$ cat src/rtl/button_conditioner_pkg.sv
`default_nettype none
// ============================================================================
// Module      : button_conditioner_pkg
// Description : Shared definitions for the push-button conditioner:
//               per-channel state encoding and the counter-width helper.
// Revision    : 1.0 - initial release
// ============================================================================
package button_conditioner_pkg;

    // Per-channel FSM states
    typedef enum logic [2:0] {
        ST_IDLE      = 3'd0,
        ST_DEB_PRESS = 3'd1,
        ST_PRESSED   = 3'd2,
        ST_REPEAT    = 3'd3,
        ST_DEB_REL   = 3'd4
    } btn_state_t;

    // Smallest legal value for any timing parameter
    localparam int c_MIN_PARAM = 2;

    // The counter only ever holds values up to (limit - 1), so
    // $clog2 of the largest limit is enough and it never wraps.
    function automatic int cnt_width(input int a, input int b, input int c);
        int m;
        m = a;
        if (b > m) m = b;
        if (c > m) m = c;
        return (m < 2) ? 1 : $clog2(m);
    endfunction

endpackage
`default_nettype wire

$ cat src/rtl/button_conditioner_channel.sv
`default_nettype none
// ============================================================================
// Module      : button_conditioner_channel
// Description : One button: two-flop synchroniser, counter debouncer and
//               optional auto-repeat.
//   CLK        in  system clock
//   RESET      in  asynchronous active-high reset
//   btn_raw    in  raw, asynchronous button input (1 = pressed)
//   repeat_en  in  auto-repeat enable, sampled every cycle
//   btn_level  out debounced level
//   btn_pulse  out one-cycle pulse per accepted press or repeat
// Revision    : 1.0 - initial release
// ============================================================================
module button_conditioner_channel
    import button_conditioner_pkg::*;
#(
    parameter int DEBOUNCE_CYCLES = 1_000_000,
    parameter int REPEAT_DELAY    = 50_000_000,
    parameter int REPEAT_PERIOD   = 10_000_000
) (
    input  logic CLK,
    input  logic RESET,
    input  logic btn_raw,
    input  logic repeat_en,
    output logic btn_level,
    output logic btn_pulse
);

    localparam int CNT_W = cnt_width(DEBOUNCE_CYCLES, REPEAT_DELAY, REPEAT_PERIOD);

    localparam logic [CNT_W-1:0] c_deb_last = CNT_W'(DEBOUNCE_CYCLES - 1);
    localparam logic [CNT_W-1:0] c_rdl_last = CNT_W'(REPEAT_DELAY - 1);
    localparam logic [CNT_W-1:0] c_per_last = CNT_W'(REPEAT_PERIOD - 1);
    localparam logic [CNT_W-1:0] c_cnt_one  = CNT_W'(1);

    logic [1:0]       r_sync;
    btn_state_t       r_state;
    logic [CNT_W-1:0] r_cnt;
    logic             r_level;
    logic             r_pulse;

    btn_state_t       w_state_nxt;
    logic [CNT_W-1:0] w_cnt_nxt;
    logic             w_level_nxt;
    logic             w_pulse_nxt;
    logic             w_s;

    // Synchronised button; the FSM never looks at btn_raw directly
    assign w_s = r_sync[1];

    always_ff @(posedge CLK or posedge RESET) begin
        if (RESET) begin
            r_sync  <= 2'b00;
            r_state <= ST_IDLE;
            r_cnt   <= '0;
            r_level <= 1'b0;
            r_pulse <= 1'b0;
        end else begin
            r_sync  <= {r_sync[0], btn_raw};
            r_state <= w_state_nxt;
            r_cnt   <= w_cnt_nxt;
            r_level <= w_level_nxt;
            r_pulse <= w_pulse_nxt;
        end
    end

    always_comb begin
        w_state_nxt = r_state;
        w_cnt_nxt   = r_cnt;
        w_level_nxt = r_level;
        w_pulse_nxt = 1'b0;     // pulse is one cycle unless re-armed below
        case (r_state)
            ST_IDLE: begin
                if (w_s) begin
                    w_state_nxt = ST_DEB_PRESS;
                    w_cnt_nxt   = '0;
                end
            end
            ST_DEB_PRESS: begin
                if (!w_s) begin
                    w_state_nxt = ST_IDLE;
                    w_cnt_nxt   = '0;
                end else if (r_cnt == c_deb_last) begin
                    w_state_nxt = ST_PRESSED;
                    w_level_nxt = 1'b1;
                    w_pulse_nxt = 1'b1;
                    w_cnt_nxt   = '0;
                end else begin
                    w_cnt_nxt = r_cnt + c_cnt_one;
                end
            end
            ST_PRESSED: begin
                if (!w_s) begin
                    w_state_nxt = ST_DEB_REL;
                    w_cnt_nxt   = '0;
                end else if (repeat_en && (r_cnt == c_rdl_last)) begin
                    w_state_nxt = ST_REPEAT;
                    w_pulse_nxt = 1'b1;
                    w_cnt_nxt   = '0;
                end else if (!repeat_en) begin
                    // Hold the delay counter so enabling repeat restarts the full delay
                    w_cnt_nxt = '0;
                end else begin
                    w_cnt_nxt = r_cnt + c_cnt_one;
                end
            end
            ST_REPEAT: begin
                if (!w_s) begin
                    w_state_nxt = ST_DEB_REL;
                    w_cnt_nxt   = '0;
                end else if (!repeat_en) begin
                    w_state_nxt = ST_PRESSED;
                    w_cnt_nxt   = '0;
                end else if (r_cnt == c_per_last) begin
                    w_pulse_nxt = 1'b1;
                    w_cnt_nxt   = '0;
                end else begin
                    w_cnt_nxt = r_cnt + c_cnt_one;
                end
            end
            ST_DEB_REL: begin
                if (w_s) begin
                    // Release bounce: still pressed, and no new pulse
                    w_state_nxt = ST_PRESSED;
                    w_cnt_nxt   = '0;
                end else if (r_cnt == c_deb_last) begin
                    w_state_nxt = ST_IDLE;
                    w_level_nxt = 1'b0;
                    w_cnt_nxt   = '0;
                end else begin
                    w_cnt_nxt = r_cnt + c_cnt_one;
                end
            end
            default: begin
                w_state_nxt = ST_IDLE;
                w_cnt_nxt   = '0;
                w_level_nxt = 1'b0;
            end
        endcase
    end

    assign btn_level = r_level;
    assign btn_pulse = r_pulse;

endmodule
`default_nettype wire

$ cat src/rtl/button_conditioner.sv
`default_nettype none
// ============================================================================
// Module      : button_conditioner
// Description : Input stage for the cursor tracker. Conditions NBTN raw
//               push-buttons (bit 0 right, bit 1 up, bit 2 down) into
//               debounced levels and one-cycle press/repeat pulses.
//   CLK        in  system clock
//   RESET      in  asynchronous active-high reset
//   btn_raw    in  [NBTN] raw bouncing buttons (1 = pressed)
//   repeat_en  in  auto-repeat enable
//   btn_level  out [NBTN] debounced levels
//   btn_pulse  out [NBTN] one-cycle pulses, drive tracker PushButton
// Revision    : 1.0 - initial release
// ============================================================================
module button_conditioner
    import button_conditioner_pkg::*;
#(
    parameter int NBTN            = 3,
    parameter int DEBOUNCE_CYCLES = 1_000_000,
    parameter int REPEAT_DELAY    = 50_000_000,
    parameter int REPEAT_PERIOD   = 10_000_000
) (
    input  logic            CLK,
    input  logic            RESET,
    input  logic [NBTN-1:0] btn_raw,
    input  logic            repeat_en,
    output logic [NBTN-1:0] btn_level,
    output logic [NBTN-1:0] btn_pulse
);

    generate
        if (NBTN < c_MIN_PARAM || DEBOUNCE_CYCLES < c_MIN_PARAM ||
            REPEAT_DELAY < c_MIN_PARAM || REPEAT_PERIOD < c_MIN_PARAM) begin : g_param_check
            $error("button_conditioner: every parameter must be >= 2");
        end
    endgenerate

    // Channels are independent; simultaneous pulses are resolved downstream
    generate
        for (genvar i = 0; i < NBTN; i++) begin : g_chan
            button_conditioner_channel #(
                .DEBOUNCE_CYCLES (DEBOUNCE_CYCLES),
                .REPEAT_DELAY    (REPEAT_DELAY),
                .REPEAT_PERIOD   (REPEAT_PERIOD)
            ) u_chan (
                .CLK       (CLK),
                .RESET     (RESET),
                .btn_raw   (btn_raw[i]),
                .repeat_en (repeat_en),
                .btn_level (btn_level[i]),
                .btn_pulse (btn_pulse[i])
            );
        end
    endgenerate

endmodule
`default_nettype wire

$ cat config.mk
export PLATFORM = sky130hd
export DESIGN_NAME = button_conditioner
export DESIGN_NICKNAME = d
export VERILOG_FILES = /design/src/rtl/button_conditioner_pkg.sv /design/src/rtl/button_conditioner_channel.sv /design/src/rtl/button_conditioner.sv
export SDC_FILE = /design/constraint.sdc
export NUM_CORES = 1
export LEC_CHECK = 0
export ABC_CLOCK_PERIOD_IN_PS = 8460
export CAP_MARGIN = 0
export CELL_PAD_IN_SITES_DETAIL_PLACEMENT = 1
export CELL_PAD_IN_SITES_GLOBAL_PLACEMENT = 1
export CORE_UTILIZATION = 52
export DETAILED_ROUTE_END_ITERATION = 7
export PLACE_DENSITY = 0.84
export RECOVER_POWER = 25
export SLEW_MARGIN = 5
export SYNTH_ARGS = -nofsm -noshare
export SYNTH_HDL_FRONTEND = slang
export SYNTH_SLANG_ARGS = --single-unit
$ cat constraint.sdc
create_clock -name CLK -period 8.46 [get_ports CLK]
set_input_delay 2.115 -clock CLK [delete_from_list [all_inputs] [get_ports CLK]]
set_output_delay 2.115 -clock CLK [all_outputs]
set_load 0.01 [all_outputs]
==> run summary, run 1 <==
fresh numbers from the pnr run: outcome=complete, but fails checks, violated checks=capacitance limit, slew limit, diode count=0, GR Util met3=0.07052, Tool Warnings=26, Critical Path Start=repeat_en, power per cell area=153.4 nW/µm², post-synthesis cell area=5888 µm², Finish-stage setup viols=0, RSZ-0062 raised after global routing=false, Chip Width=approximately 110 µm, gpl congestion=roughly 0.85, Slew Viols, Final=36, register share after synthesis=0.4207, TNS Setup=0 ns, synth cell count leaders=dfrtp_1 (99), o21ai_0 (76), nand2_1 (65), yosys stat area=between 5000 and 6000 µm², top cells by area=dfrtp_1 (42%), o21ai_0 (6.5%), nand2_1 (4.1%), Hold EP=g_chan[0].u_chan.r_sync[1], num rows=38, endpoint type of the worst setup path=register, Layout Utilization=0.5787, area of the core=roughly 11000 µm², Clk power=around 0.42 mW, clk latency late pin=~0.36 ns, Area Growth Syn to Fin=7.480%, Yosys cell types=roughly 59, MUX share of area=0.008925, crit start category=input pin, antenna violations before repair=0, max layer used=met4, R2R cell count=6, clock network power share=0.437, Max stage delay on crit path=between 0.8 and 0.9 ns, critical path depth=7, TritonCTS clock tree=built, root buf cell=clkbuf_16, Seq group=around 0.49 mW, routed wl met2=around 7900 µm, Synth logic family=simple AND/OR/NAND/NOR gates, DRC=0, Synth Area in Simple Gates=0.3128, adder share=0.006375, CP max-delay cell=dlygate4sd3_1, CP Cell Sequence=dlygate4sd3_1 -> nand2_1 -> or4_4 -> a2111o_1 -> a21oi_4 -> o21ai_0 -> a21o_1, Flop pwr share=0.501, Syn Area/Cell=approximately 8.5 µm², Die ar.=11750 µm², largest net degree at the start of global routing=66, Worst R2R End=g_chan[2].u_chan.r_cnt[9], Largest Pwr Group=sequential cells, clk buf depth=2, share of cells above drive strength 1=0.05457, hold_sp=g_chan[0].u_chan.r_sync[0], Max Cap Viol=1, total power=~1 mW, end point of the critical path=g_chan[2].u_chan.r_cnt[9], internal power=0.7263 mW, CP top delay family=AND-OR/OR-AND gates, reg-to-reg setup timing slack=5.11 ns, Top Layout Cells=dfrtp_1 (99), o21ai_0 (76), nand2_1 (65), DRT met1 WL=around 7400 µm, Final Hold Vio Count=0, fp util=0.5384, via/cell ratio=6.546, Initial DRT Pass Iterations=4
[run 1: stage by stage]
step,worst slack [ns],cells,instance area (µm²)
after floorplan,3.755,693,5888
after global placement,3.330,802,6033
after detailed placement,3.221,802,6033
after CTS,3.571,818,6330
after global routing,3.300,818,6329
final,3.483,818,6329
[run 1: state kept, by name (all words and copies together), names as in the netlist]
signal / flops
g_chan.u_chan.btn_level: 3
g_chan.u_chan.btn_pulse: 3
g_chan.u_chan.r_cnt: 78
g_chan.u_chan.r_state: 9
g_chan.u_chan.r_sync: 6
[run 1: layout make-up]
class | instances | area (µm²)
fill | 1303 | 4607
multi-input combinational | 518 | 3118
sequential | 99 | 2477
clock buffer | 11 | 232.7
tap | 140 | 175.2
timing repair buffer | 17 | 155.1
inverter | 28 | 106.4
clock inverter | 5 | 63.81
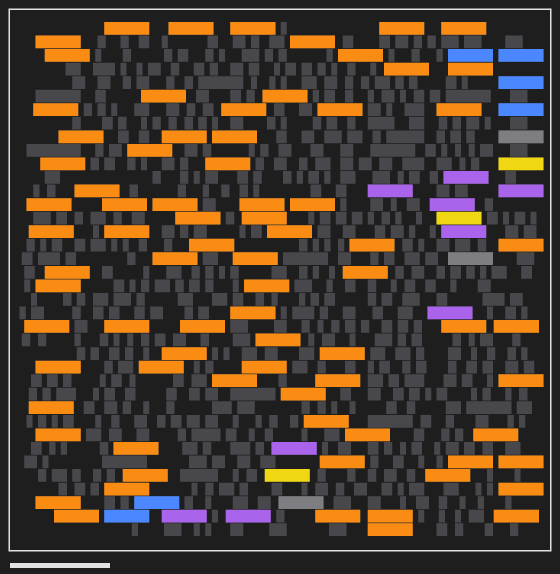
Fig. 1. Register map, names as in the netlist (run 1).
The bar under the picture is 20 µm long. Other sequential cells in the stronger gray, the rest of the logic in the fainter gray.
- purple: g_chan.u_chan.r_state (placed flops 9)
- orange: g_chan.u_chan.r_cnt (placed flops 78; where all over the die)
- blue: g_chan.u_chan.r_sync (placed flops 6; where all over the die)
- yellow: g_chan.u_chan.btn_level (placed flops 3)

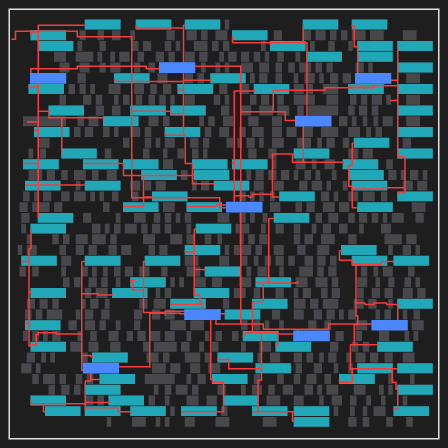
Fig. 2. Clock wires, drivers and flops (run 1).
- blue: cells driving clock nets (count 9)
- cyan: flip-flops (count 99)
- red: clock wires (length 1410 µm)
- flops lie: all over the die

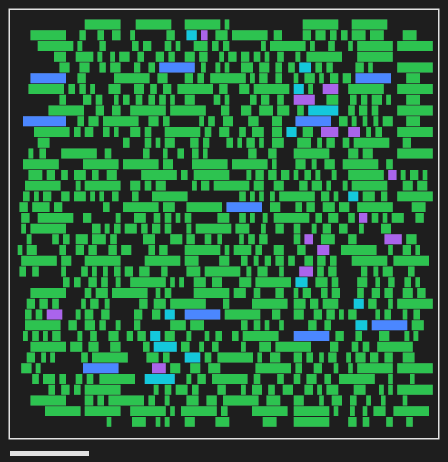
Fig. 3. Cells by drive strength (run 1).
The bar under the picture is 20 µm long.
- blue: drive 6 and up (cells 10; most used clkbuf_16)
- purple: drive 2 (cells 13; most used or2_2)
- cyan: drive 3 to 4 (cells 14; most used buf_4)
- green: drive 1 or less (cells 641; most used dfrtp_1)

==> run 2: changes to the inputs <==
--- a/config.mk
+++ b/config.mk
@@ -5,13 +5,13 @@
 export SDC_FILE = /design/constraint.sdc
 export NUM_CORES = 1
 export LEC_CHECK = 0
-export ABC_CLOCK_PERIOD_IN_PS = 8460
+export ABC_CLOCK_PERIOD_IN_PS = 4800
 export CAP_MARGIN = 0
 export CELL_PAD_IN_SITES_DETAIL_PLACEMENT = 1
 export CELL_PAD_IN_SITES_GLOBAL_PLACEMENT = 1
-export CORE_UTILIZATION = 52
+export CORE_UTILIZATION = 48
 export DETAILED_ROUTE_END_ITERATION = 7
-export PLACE_DENSITY = 0.84
+export PLACE_DENSITY = 0.78
 export RECOVER_POWER = 25
 export SLEW_MARGIN = 5
 export SYNTH_ARGS = -nofsm -noshare
==> constraint.sdc (replaced) <==
create_clock -name CLK -period 4.8 [get_ports CLK]
set_input_delay 1.2 -clock CLK [delete_from_list [all_inputs] [get_ports CLK]]
set_output_delay 1.2 -clock CLK [all_outputs]
set_load 0.01 [all_outputs]
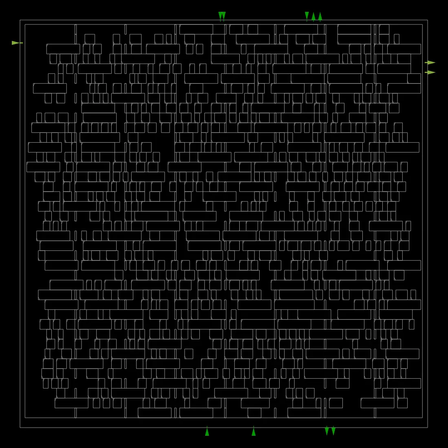
Fig. 4. Placement view (run 2).
Finished Layout Cells: 828
filler instances: 1422
Seq area share: 0.3859

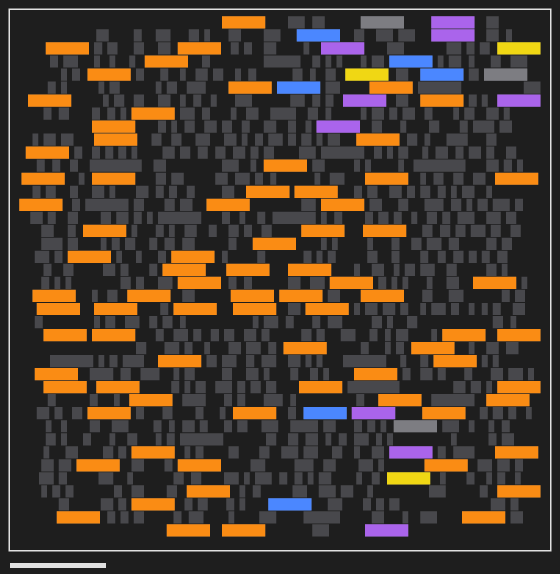
Fig. 5. Register map, names as in the netlist (run 2).
The bar under the picture is 20 µm long. Other sequential cells in the stronger gray, the rest of the logic in the fainter gray.
Layout Utilization: 0.5367
Flop area: 2477 µm²
Seq group: 0.858 mW

==> run 2 against run 1 <==
Net effect: the run still ends with capacitance limit, slew limit left; worst setup slack worse by 2.3 ns; highest routed layer unchanged; critical endpoint is now g_chan[0].u_chan.r_cnt[1]; sequential share of layout area down 0.56 points; critical path type is now in -> async; combinational power up 81%.
==> run summary, run 2 <==
fresh numbers from the pnr run: outcome=complete, but fails checks, violated checks=capacitance limit, slew limit, Flop pwr share=0.471, NonClk Buf Share=0.02884, Most flops, register=g_chan.u_chan.r_cnt, Final Cell Area=between 6000 and 7000 µm², Synth Area in Simple Gates=0.3128, Slew Viols, Final=about 63, gpl congestion=between 0.8 and 0.9, DRT met1 WL=between 7000 and 8000 µm, dpl cell area=between 6000 and 7000 µm², fp util=0.4923, top flop regs=g_chan.u_chan.r_cnt x78, g_chan.u_chan.r_state x9, g_chan.u_chan.r_sync x6, Die ar.=about 13000 µm², TNS Setup=0 ns, first-pass GRT wire length=approximately 28000 µm, clk latency late pin=about 0.35 ns, logic share of the area=0.4857, Syn Area/Cell=~8.5 µm², area of the core=between 10000 and 15000 µm², share of cells above drive strength 1=0.06021, Largest Pwr Group=sequential cells, dpl ws=roughly 0.94 ns, root buf cell=clkbuf_16, CP Cell Sequence=dlygate4sd3_1 -> inv_1, register share after synthesis=0.4207, Chip Width=roughly 110 µm, Non-Clock Buffer Count=21, MUX share of area=0.008925, DRC=0, TritonCTS clock tree=built, Area Growth Syn to Fin=9.031%, endpoint type of the worst setup path=asynchronous set/reset pin, First DRT Iteration DRCs=around 330, GR Util met3=0.05142, Synth logic family=simple AND/OR/NAND/NOR gates, largest net degree at the start of global routing=around 63, top cell category=combinational gates, internal power=1.411 mW, Complex Gates by Area=0.1808, ClkCell Share=0.05457, diode count=0, num rows=40, n_taps=147, Initial DRT Pass Iterations=4, synth cell count leaders=dfrtp_1 (99), o21ai_0 (76), nand2_1 (65), routed wl met2=8055 µm, via/cell ratio=roughly 6.5, number of cells in Yosys stat=around 690, adder share=0.006375, Top Layout Cells=dfrtp_1 (99), o21ai_0 (76), nand2_1 (65), antenna violations before repair=0, CP max-delay cell=inv_1, reg-to-reg setup timing slack=~1.6 ns, Max stage delay on crit path=1.80 ns, Tool Warnings=26, crit start category=input pin, Clk power=between 0.8 and 0.9 mW, top cells by area=dfrtp_1 (42%), o21ai_0 (6.5%), nand2_1 (4.1%), max layer used=met4, routed len/inst=around 19 µm, Finish-stage setup viols=0, final worst setup slack=1.156 ns, Critical Path Start=RESET, post-synthesis cell area=between 5000 and 6000 µm², ys flop type=dfrtp_1, multi-input gates=518, clk buf depth=2, inverter count=28, CP required=4.72 ns, clk_buf instances=11, RSZ-0062 raised after global routing=false, seq_cells=just under 100, Final Hold Vio Count=0, hold_sp=g_chan[1].u_chan.r_sync[0], yosys stat area=5888 µm², Max Cap Viol=1, Clock transition at path regs=around 0.06 ns, power per cell area=between 200 and 300 nW/µm², Yosys cell types=approximately 59, Comb area=between 3000 and 4000 µm², clock network power share=0.470
-- run 2: cell counts after synthesis --
Identical to the previous run, type by type.
-- run 2: path summary, 6_finish.rpt --
| check | cells past startpoint | end |
|---|---|---|
| max | 2 | g_chan[0].u_chan.r_cnt[1] |
| min | 0 | g_chan[1].u_chan.r_sync[1] |
| max reg2reg | 7 | g_chan[2].u_chan.r_cnt[22] |
| min reg2reg | 0 | g_chan[1].u_chan.r_sync[1] |
| max in group CLK | 8 | g_chan[2].u_chan.r_cnt[22] |
| min in group asynchronous | 2 | g_chan[0].u_chan.r_cnt[21] |
-- run 2: per-stage QoR --
step	instances	total power, mW
3_5_place_dp	813	0.9844
2_1_floorplan	693	0.9429
5_1_grt	828	1.887
4_1_cts	828	1.846
6_report	828	1.823
3_3_place_gp	813	0.9783
==> run 3: changes to the inputs <==
--- a/config.mk
+++ b/config.mk
@@ -5,7 +5,7 @@
 export SDC_FILE = /design/constraint.sdc
 export NUM_CORES = 1
 export LEC_CHECK = 0
-export ABC_CLOCK_PERIOD_IN_PS = 4800
+export ABC_CLOCK_PERIOD_IN_PS = 3500
 export CAP_MARGIN = 0
 export CELL_PAD_IN_SITES_DETAIL_PLACEMENT = 1
 export CELL_PAD_IN_SITES_GLOBAL_PLACEMENT = 1
==> constraint.sdc (replaced) <==
create_clock -name CLK -period 3.5 [get_ports CLK]
set_input_delay 0.875 -clock CLK [delete_from_list [all_inputs] [get_ports CLK]]
set_output_delay 0.875 -clock CLK [all_outputs]
set_load 0.01 [all_outputs]
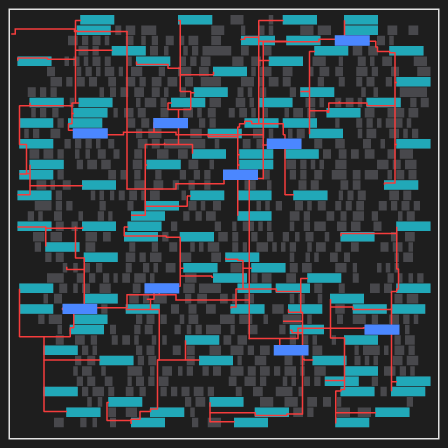
Fig. 6. Clock wires, drivers and flops (run 3).
- red: clock wires (length 1360 µm)
- blue: cells driving clock nets (count 9)
- cyan: flip-flops (count 99)
- routed clock nets: 10
- flops lie: all over the die

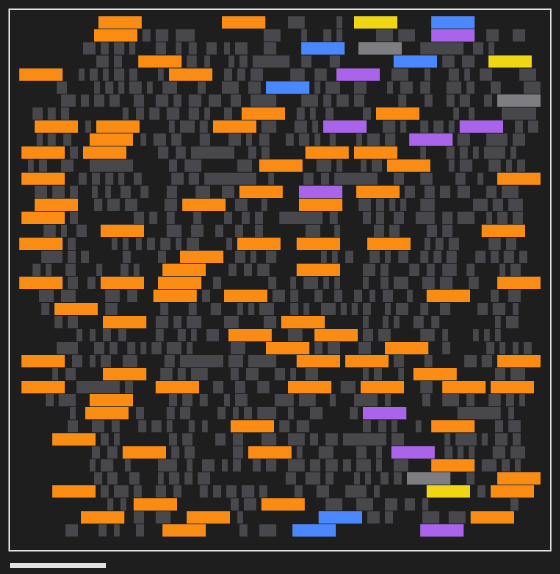
Fig. 7. Register map, names as in the netlist (run 3).
The bar under the picture is 20 µm long. Other sequential cells in the stronger gray, the rest of the logic in the fainter gray.
Layout Utilization: 0.5351
Seq area share: 0.3870
Seq group: 1.18 mW

==> run 3 against run 2 <==
Net effect: the run still ends with capacitance limit, slew limit left; largest power group unchanged; via count grew 0.77%; critical endpoint is now g_chan[2].u_chan.r_cnt[20]; cell count grew 0.60%; highest routed layer unchanged; area after synthesis stayed put.
==> run summary, run 3 <==
fresh numbers from the pnr run: outcome=complete, but fails checks, violated checks=capacitance limit, slew limit, clock network power share=0.427, filler instances=about 1400, Finish-stage setup viols=0, Critical Path Start=repeat_en, yosys stat area=a little under 6000 µm², Comb area=3109 µm², ys flop type=dfrtp_1, Yosys cell types=59, hold_sp=g_chan[2].u_chan.r_sync[0], antenna violations before repair=0, Finished Layout Cells=roughly 830, Chip Width=112.8 µm, Net Sw Frac=0.2388, first-pass GRT wire length=approximately 28000 µm, max layer used=met4, internal power=approximately 1.8 mW, cycle use final=0.8463, Clock transition at path regs=approximately 0.06 ns, Post-Syn Nets=roughly 700, crit start category=input pin, ys async rst share=1.000, clk latency late pin=around 0.35 ns, power per cell area=around 360 nW/µm², routed len/inst=between 15 and 20 µm, DRT met1 WL=~7300 µm, dpl cell area=between 6000 and 7000 µm², DRC=0, GR Util met3=0.05463, CP required=between 3 and 4 ns, Top Layout Cells=dfrtp_1 (99), o21ai_0 (76), nand2_1 (65), Final Cell Area=about 6400 µm², clk buf depth=2, number of cells in Yosys stat=roughly 690, critical path depth=8, post-synthesis cell area=~5900 µm², TNS Setup=0 ns, endpoint type of the worst setup path=register, num rows=~40, Worst Tran Pin Value=between 2 and 2.5 ns, area of the core=11960 µm², Most flops, register=g_chan.u_chan.r_cnt, dpl ws=around 0.18 ns, end point of the critical path=g_chan[2].u_chan.r_cnt[20], CP max-delay cell=or4_4, First DRT Iteration DRCs=between 300 and 400, Worst R2R End=g_chan[2].u_chan.r_cnt[20], final worst setup slack=roughly 0.54 ns, Cells on Worst Hold Path=0, share of cells above drive strength 1=0.06560, register share after synthesis=0.4207, max reg flops=between 70 and 80, Hold EP=g_chan[2].u_chan.r_sync[1], CP Cell Sequence=clkdlybuf4s50_1 -> nand2_1 -> or4_4 -> a2111o_1 -> a21oi_4 -> buf_4 -> o21ai_1 -> mux2_2, via/cell ratio=between 6 and 7, routed wl met2=~8400 µm, Final Hold Vio Count=0, Slew Viols, Final=about 54, gpl congestion=just under 0.9, top cells by area=dfrtp_1 (42%), o21ai_0 (6.5%), nand2_1 (4.1%), diode count=0, Die ar.=between 10000 and 15000 µm², Tool Warnings=26, Syn Area/Cell=~8.5 µm², Flop area=2477 µm², top flop regs=g_chan.u_chan.r_cnt x78, g_chan.u_chan.r_state x9, g_chan.u_chan.r_sync x6, reg-to-reg setup timing slack=between 0.5 and 0.6 ns, Flop pwr share=0.506, root buf cell=clkbuf_16, synth cell count leaders=dfrtp_1 (99), o21ai_0 (76), nand2_1 (65), CP top delay family=buffers and inverters, RSZ-0062 raised after global routing=false, Initial DRT Pass Iterations=5, Gate power share=0.067, top area contributor share=0.4207, TritonCTS clock tree=built, Max Cap Viol=1, Max stage delay on crit path=roughly 0.55 ns, R2R cell count=7, total power=roughly 2.3 mW, fp util=0.4923, Clk power=around 0.99 mW, largest net degree at the start of global routing=54, Largest Pwr Group=sequential cells, f_max=around 0.34 GHz, dpl cells=819, Area Growth Syn to Fin=8.712%
[run 3: cell families (layout without fill, tap and decap cells)]
| logic type | Yosys count | in the layout | synth area share |
|---|---|---|---|
| AOI/OAI and AO/OA | 169 | 169 | 0.1808 |
| DFF | 99 | 99 | 0.4207 |
| adders and majority gates | 3 | 3 | 0.006376 |
| muxes | 5 | 5 | 0.008925 |
| and+or+nand+nor | 332 | 332 | 0.3128 |
| buffers and inverters | 76 | 69 | 0.05695 |
| xor gates and xnor gates | 9 | 9 | 0.01339 |
[run 3: layout make-up]
type	count	share of cell area
clock buffer	11	0.03792
clock inverter	3	0.006255
inverter	28	0.01642
multi-input combinational	518	0.4857
sequential	99	0.3870
tap	147	0.02873
timing repair buffer	27	0.03792
Power and IR drop assume default switching activity.
